==> config.mk <==
export PLATFORM = sky130hd
export DESIGN_NAME = timer_ctrl
export DESIGN_NICKNAME = d
export VERILOG_FILES = /design/src/rtl/timer_ctrl.sv
export SDC_FILE = /design/constraint.sdc
export NUM_CORES = 1
export LEC_CHECK = 0
export ABC_AREA = 1
export CAP_MARGIN = 20
export CORE_MARGIN = 1
export CORE_UTILIZATION = 54
export DETAILED_ROUTE_END_ITERATION = 6
export PLACE_DENSITY = 0.89
export SLEW_MARGIN = 5
export SYNTH_ARGS = -nofsm -noshare
export SYNTH_HDL_FRONTEND = slang
export SYNTH_SLANG_ARGS = --single-unit
==> constraint.sdc <==
create_clock -name clk -period 4 [get_ports clk]
set_input_delay 0.8 -clock clk [delete_from_list [all_inputs] [get_ports clk]]
set_output_delay 0.8 -clock clk [all_outputs]
set_load 0.01 [all_outputs]
==> src/rtl/timer_ctrl.sv <==
// timer_ctrl: memory-mapped down-counting timer with one-shot/auto-reload modes and maskable irq.
module timer_ctrl (
    input  logic        clk,
    input  logic        reset,
    input  logic [31:0] addr,
    input  logic        we,
    input  logic [3:0]  byteen,
    input  logic [31:0] wdata,
    output logic [31:0] rdata,
    output logic        irq
);
    typedef enum logic [1:0] {IDLE, LOAD, CNT, INT} state_t;
    state_t      state, state_nxt;
    logic [3:0]  ctrl;
    logic [31:0] preset, count, bmask;
    logic        irqf, wr_ctrl, wr_preset, reload, set_irq, unused;
    assign bmask     = {{8{byteen[3]}}, {8{byteen[2]}}, {8{byteen[1]}}, {8{byteen[0]}}};
    assign wr_ctrl   = we && addr[3:2] == 2'd0;
    assign wr_preset = we && addr[3:2] == 2'd1;
    assign reload    = ctrl[2:1] == 2'b01;
    assign set_irq   = state == CNT && ctrl[0] && count == '0;
    assign unused    = ^{addr[31:4], addr[1:0]};
    always_comb begin
        state_nxt = state == IDLE ? (ctrl[0] ? LOAD : IDLE) :
                    state == LOAD ? CNT :
                    state == CNT  ? (!ctrl[0] ? IDLE : count == '0 ? INT : CNT) : IDLE;
    end
    // Software CTRL writes override the one-shot EN clear; a new IRQF set overrides the write-clear.
    always_ff @(posedge clk or negedge reset) begin
        if (!reset) begin
            state  <= IDLE;
            ctrl   <= '0;
            preset <= '0;
            count  <= '0;
            irqf   <= 1'b0;
        end else begin
            state <= state_nxt;
            if (wr_ctrl && byteen[0])
                ctrl <= wdata[3:0];
            else if (state == INT && !reload)
                ctrl[0] <= 1'b0;
            if (wr_preset)
                preset <= (preset & ~bmask) | (wdata & bmask);
            if (state == LOAD)
                count <= preset;
            else if (state == CNT && ctrl[0] && count != '0)
                count <= count - 32'd1;
            if (set_irq)
                irqf <= 1'b1;
            else if ((state == INT && reload) || wr_ctrl || wr_preset)
                irqf <= 1'b0;
        end
    end
    assign rdata = addr[3:2] == 2'd0 ? {28'd0, ctrl} :
                   addr[3:2] == 2'd1 ? preset :
                   addr[3:2] == 2'd2 ? count : '0;
    assign irq   = irqf & ctrl[3];
endmodule
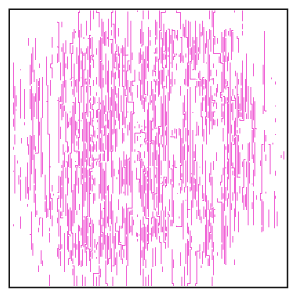
*The metal 2 layer, run 1*
(3 px per µm)
share of all routed wire	48%
wire length on this layer	5,850 µm
total wire length: 12,250 µm
detailed-route via count: 4,403

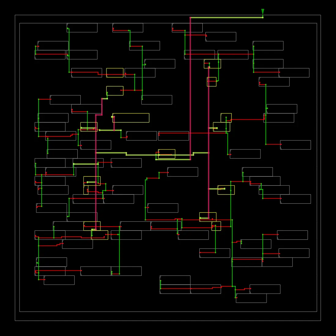
*Clock nets, run 1*
clk sink count: 71
Power Clock: 0.612 mW
Worst Skew: 11.63 ps
TritonCTS buffer count: 9
Flop Count: 71

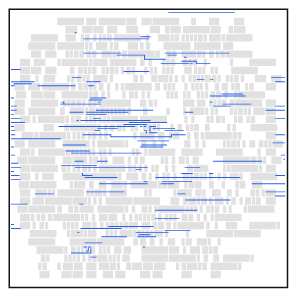
*Signal wires on met3, run 1*
(3 px per µm)
wire length on this layer	864 µm
main direction	horizontal
longest straight run	28.1 µm
nets with wire on the layer	90
share of all routed wire	7.0%
met3 Resource Use GR: 0.03731

==> impl_metrics.yaml, run 1 <==
# yosys + openroad results
cells_and_area:
  drive_above_1_share: 0.09640
  comb_cells: 464
  final_nets: 762
  sh_comb_area: 0.4213
  antenna_cells: 0
  final_util: 0.6915
  buffers: 78
  nonClockInverterCount: 66
  ff_latch_area_um2: 1777
  clock_cell_area_share: 0.03870
  syn2layout_area_growth_pct: 22.79
  nClkBuffers: 12
  buf_share: 0.1414
  biggestCellCategory: "multi-input combinational cells"
  nFillCells: 668
floorplanning:
  die_y_um: 92.24
  dieArea_um2: 8507
  pin_count: 104
  fp-utilization: 0.5631
  coreArea_um2: 7807
  dieWidth_um: 92.24
  core.rowCount: 32
yosys:
  avgSynthCellArea_um2: 7.103
  top_cells_by_count: "199 x nand2_1, 76 x nor2_1, 71 x dfrtp_1, 66 x inv_1, 54 x nand3_1"
  yosys_cells: 619
  most_common_cell: "nand2_1"
  synthFlopType: "dfrtp_1"
  syn_area_um2: 4397
  yosysUniqueCellTypes: 29
  syn_inst: 619
  ys_chip_area_um2: 4397
  edf_count: 0
  yosys_warnings: 0
  yosys.stat.seqShare: 0.4041
  numSynthFlops: 71
  area_leaders: "dfrtp_1 40%, nand2_1 17%, nor2_1 6.5%"
  synth.net_count: 691
placement:
  hpwl_um: 8692
  dpl.cell_count: 781
  io_buffers: 73
  place.gp.congestion: 0.9143
setup_path:
  reg2regPathDepth: 9
  crit_start: "addr[3]"
  worstPathRequired_ps: 3200
  r2r_slack_ps: 1840
  critPathArrivalTime_ps: 2750
  crit_path_end: "rdata[20]"
  worstPathMaxFanout: 31
  critPathKind: "input port to output port"
power:
  top_power_group: "combinational cells"
  power_frac_seq: 0.359
  powerComb_mw: 1.57
  clkPwrFrac: 0.180
  pg_seq_mw: 1.22
  swShare: 0.4537
  powerDensity_nw_per_um2: 629.7
  p_switching_mw: 1.542
  p_comb_frac: 0.461
  power_mw: 3.400
cts:
  h-tree-depth: 3
  cts.hold.buffers_added: 0
  clk_pin_slew_worst_paths_ps: 90
  clockBufferDepth: 2
  postCtsSetupBuffers: 0
  cts_tree: "yes"
  cts_resized: 0
final_timing:
  fmax_mhz: 281.5
  slew_headroom: 0.5333
  finalClockPeriodUsage: 0.8881
  worstMarginPinSlew_ps: 700.0
  fin_hold_ws_ps: 482.1
  slew_viol_final: 0
  fin_setup_tns_ps: 0
grt:
  antenna_found_initial: 0
  grt_overflow: 0
  grt_pass1_vias: 4393
  track_usage: 0.3101
hold_path:
  hold_class: "input port to asynchronous set/reset pin"
flow_run:
  cap_viol_max_count: 0
detailed_routing:
  drc: 0
  dr.pass1.iters: 5
run_status:
  outcome: "completed"
[run 1: worst max-delay path: stages]
cell	delay, ps
clkdlybuf4s50_1	510
inv_1	60
nor2_1	130
inv_1	50
buf_4	240
o21ai_0	340
clkdlybuf4s50_1	610
[run 1: logic make-up after synthesis]
kind of cell | Yosys count | share of synthesized area
DFF | 71 | 0.4041
buffers and inverters | 84 | 0.07854
xor gates and xnor gates | 5 | 0.009960
AOI/OAI and AO/OA | 77 | 0.09989
muxes | 20 | 0.05122
adders and majority gates | 1 | 0.002845
and+or+nand+nor | 361 | 0.3534
[run 1: placed cells by master (no fill, tap or decap), drive strengths merged]
| cell type | Yosys | layout |
|---|---|---|
| nor2 | 90 | 90 |
| xor2 | 5 | 5 |
| o211ai | 1 | 1 |
| bufinv | 0 | 1 |
| o221ai | 3 | 3 |
| clkbuf | 10 | 12 |
| nand4 | 7 | 7 |
| nand3 | 54 | 54 |
| nand2 | 208 | 208 |
| o22ai | 8 | 8 |
| clkdlybuf4s50 | 0 | 72 |
| clkinvlp | 0 | 2 |
| ha | 1 | 1 |
| mux2 | 20 | 20 |
| clkinv | 0 | 1 |
| buf | 8 | 6 |
| a22o | 1 | 1 |
| a21oi | 20 | 20 |
| dfrtp | 71 | 71 |
| o21ai | 44 | 44 |
| inv | 66 | 66 |
| nor3 | 2 | 2 |
[run 1: metal layers]
metal,vias up,wire length [µm],track usage
li1,2123,-,-
met1,2035,5150,0.4107
met2,206,5854,0.5118
met3,39,863,0.03731
met4,0,381,0.1341
met5,-,0,0
[run 1: through the flow]
| stage | setup WS [ps] | area [µm²] |
|---|---|---|
| floorplan | 1703 | 4397 |
| global placement | 570.0 | 5190 |
| detailed placement | 509.0 | 5190 |
| CTS | 512.5 | 5399 |
| global route | 418.0 | 5399 |
| finish | 447.6 | 5399 |
### Supply network, run 1

(4 px per µm) Pins as bars on the die edge. Tap cells in grey.
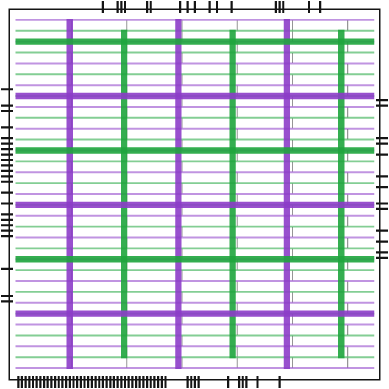

==> run 2: changes to the inputs <==
--- a/config.mk
+++ b/config.mk
@@ -7,9 +7,10 @@
 export LEC_CHECK = 0
 export ABC_AREA = 1
 export CAP_MARGIN = 20
-export CORE_MARGIN = 1
+export CORE_MARGIN = 2
 export CORE_UTILIZATION = 54
 export DETAILED_ROUTE_END_ITERATION = 6
+export HOLD_SLACK_MARGIN = 0.1
 export PLACE_DENSITY = 0.89
 export SLEW_MARGIN = 5
 export SYNTH_ARGS = -nofsm -noshare
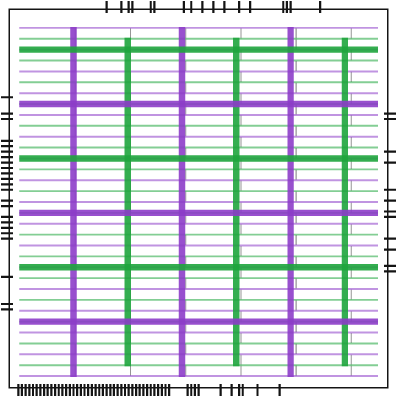
*Supply network, run 2*
(4 px per µm) Pins as bars on the die edge. Tap cells in grey.
net	colour
VSS	purple
VDD	green
met5 straps	6
met4 straps	6
met1 rails	33
VDD IR max: 301.6 µV
CORE AREA: 7807 µm²
Die Y: 94.24 µm
die width: 94.24 µm

==> impl_metrics.yaml, run 2 <==
# yosys + openroad results
run_status:
  outcome: "completed"
yosys:
  edf_count: 0
  ys_chip_area_um2: 4397
  yosys.stat.seqShare: 0.4041
  area_leaders: "dfrtp_1 40%, nand2_1 17%, nor2_1 6.5%"
  avgSynthCellArea_um2: 7.103
  synthFlopType: "dfrtp_1"
  numSynthFlops: 71
  syn_inst: 619
  yosysUniqueCellTypes: 29
  yosys_cells: 619
  top_cells_by_count: "199 x nand2_1, 76 x nor2_1, 71 x dfrtp_1, 66 x inv_1, 54 x nand3_1"
  most_common_cell: "nand2_1"
cts:
  cts_resized: 0
  clockBufferDepth: 2
  postCtsSetupBuffers: 0
  cts_tree: "yes"
  clock-sinks: 71
  clk_pin_slew_worst_paths_ps: 80
  cts_inserted_buffers: 9
detailed_routing:
  met1_length_um: 5422
  top_layer_used: "met4"
  wl_met3_um: 754
  dr.pass1.iters: 5
  routed_wl_um: 12170
  drc: 0
final_timing:
  fin_setup_tns_ps: 0
  finalClockPeriodUsage: 0.8981
  slew_headroom: 0.5251
  slew_viol_final: 0
  clock_skew_ps: 7.427
  fmax_mhz: 278.4
cells_and_area:
  final_util: 0.6976
  ff_latch_area_um2: 1777
  drive_above_1_share: 0.09654
  lay_top_count: "nand2_1"
  most-common-layout-cells: "199 x nand2_1, 76 x nor2_1, 72 x clkdlybuf4s50_1"
  antenna_cells: 0
  syn2layout_area_growth_pct: 23.88
  final_nets: 762
setup_path:
  r2r_slack_ps: 1850
  worstPathRequired_ps: 3200
  critPathArrivalTime_ps: 2790
  cp_top_family: "buffers and inverters"
  slowest_delay_ps: 600
  path_cells: "clkdlybuf4s50_1 > inv_1 > nor2_1 > inv_1 > buf_12 > o21ai_0 > clkdlybuf4s50_1"
  crit_slowest_cell: "clkdlybuf4s50_1"
  crit_buf_inv: 5
  critPathKind: "input port to output port"
grt:
  grt_use_met3: 0.03130
  track_usage: 0.2913
  busiest_layer: "met2"
  use_met1: 0.4028
power:
  powerDensity_nw_per_um2: 644.2
flow_run:
  cap_viol_max_count: 0
hold_path:
  hold_class: "input port to asynchronous set/reset pin"
floorplanning:
  fp-utilization: 0.5631
  dieArea_um2: 8880
  core.rowCount: 32
  pin_count: 104
placement:
  place.gp.congestion: 0.9272
  hpwl_um: 8851
  io_buffers: 73
==> run 2: area by class of cell <==
| cell class | count | area share |
|---|---|---|
| flip-flops and latches | 71 | 0.3262 |
| inverters | 66 | 0.04549 |
| multi-input cells | 464 | 0.4176 |
| well taps | 102 | 0.02343 |
| repair buffers | 78 | 0.1424 |
| clock buffers | 10 | 0.02527 |
| clock inverters | 5 | 0.01953 |
==> run 2: cells by family after synthesis <==
family | Yosys count | synth area share
XOR/XNOR | 5 | 0.009960
AND/OR/NAND/NOR | 361 | 0.3534
buffers and inverters | 84 | 0.07854
flip-flops | 71 | 0.4041
multiplexers | 20 | 0.05122
AND-OR/OR-AND | 77 | 0.09989
adder cells (fa/ha/maj) | 1 | 0.002845
==> run 2: final timing paths <==
check / start / end / cells after the start
min reg2reg: state[1]$_DFF_PN0_ / state[0]$_DFF_PN0_ / 1
max in group asynchronous: reset / count[22]$_DFFE_PN0P_ / 2
min in group clk: state[1]$_DFF_PN0_ / state[0]$_DFF_PN0_ / 1
min: reset / asynchronous set/reset pin / 1
max reg2reg: count[0]$_DFFE_PN0P_ / count[13]$_DFFE_PN0P_ / 9
max: addr[3] / rdata[13] / 7
==> run 2: through the flow <==
| stage | power, mW | area (µm²) | worst slack [ps] | hold slack, ps |
|---|---|---|---|---|
| final | 3.509 | 5446 | 407.4 | 451.4 |
| after global routing | 3.767 | 5446 | 351.5 | 495.8 |
| after CTS | 3.486 | 5446 | 472.4 | 466.7 |
| after detailed placement | 2.769 | 5202 | 467.4 | 473.6 |
| after global placement | 2.698 | 5202 | 499.1 | 454.9 |
| after floorplan | 2.280 | 4397 | 1703 | 441.8 |
==> run 2: where the power goes <==
| part | switching (mW) | internal (mW) |
|---|---|---|
| logic | 0.993 | 0.582 |
| registers | 0.266 | 0.953 |
| clock network | 0.285 | 0.429 |
Power figures rest on the tool's default switching activity, not on a simulated workload.
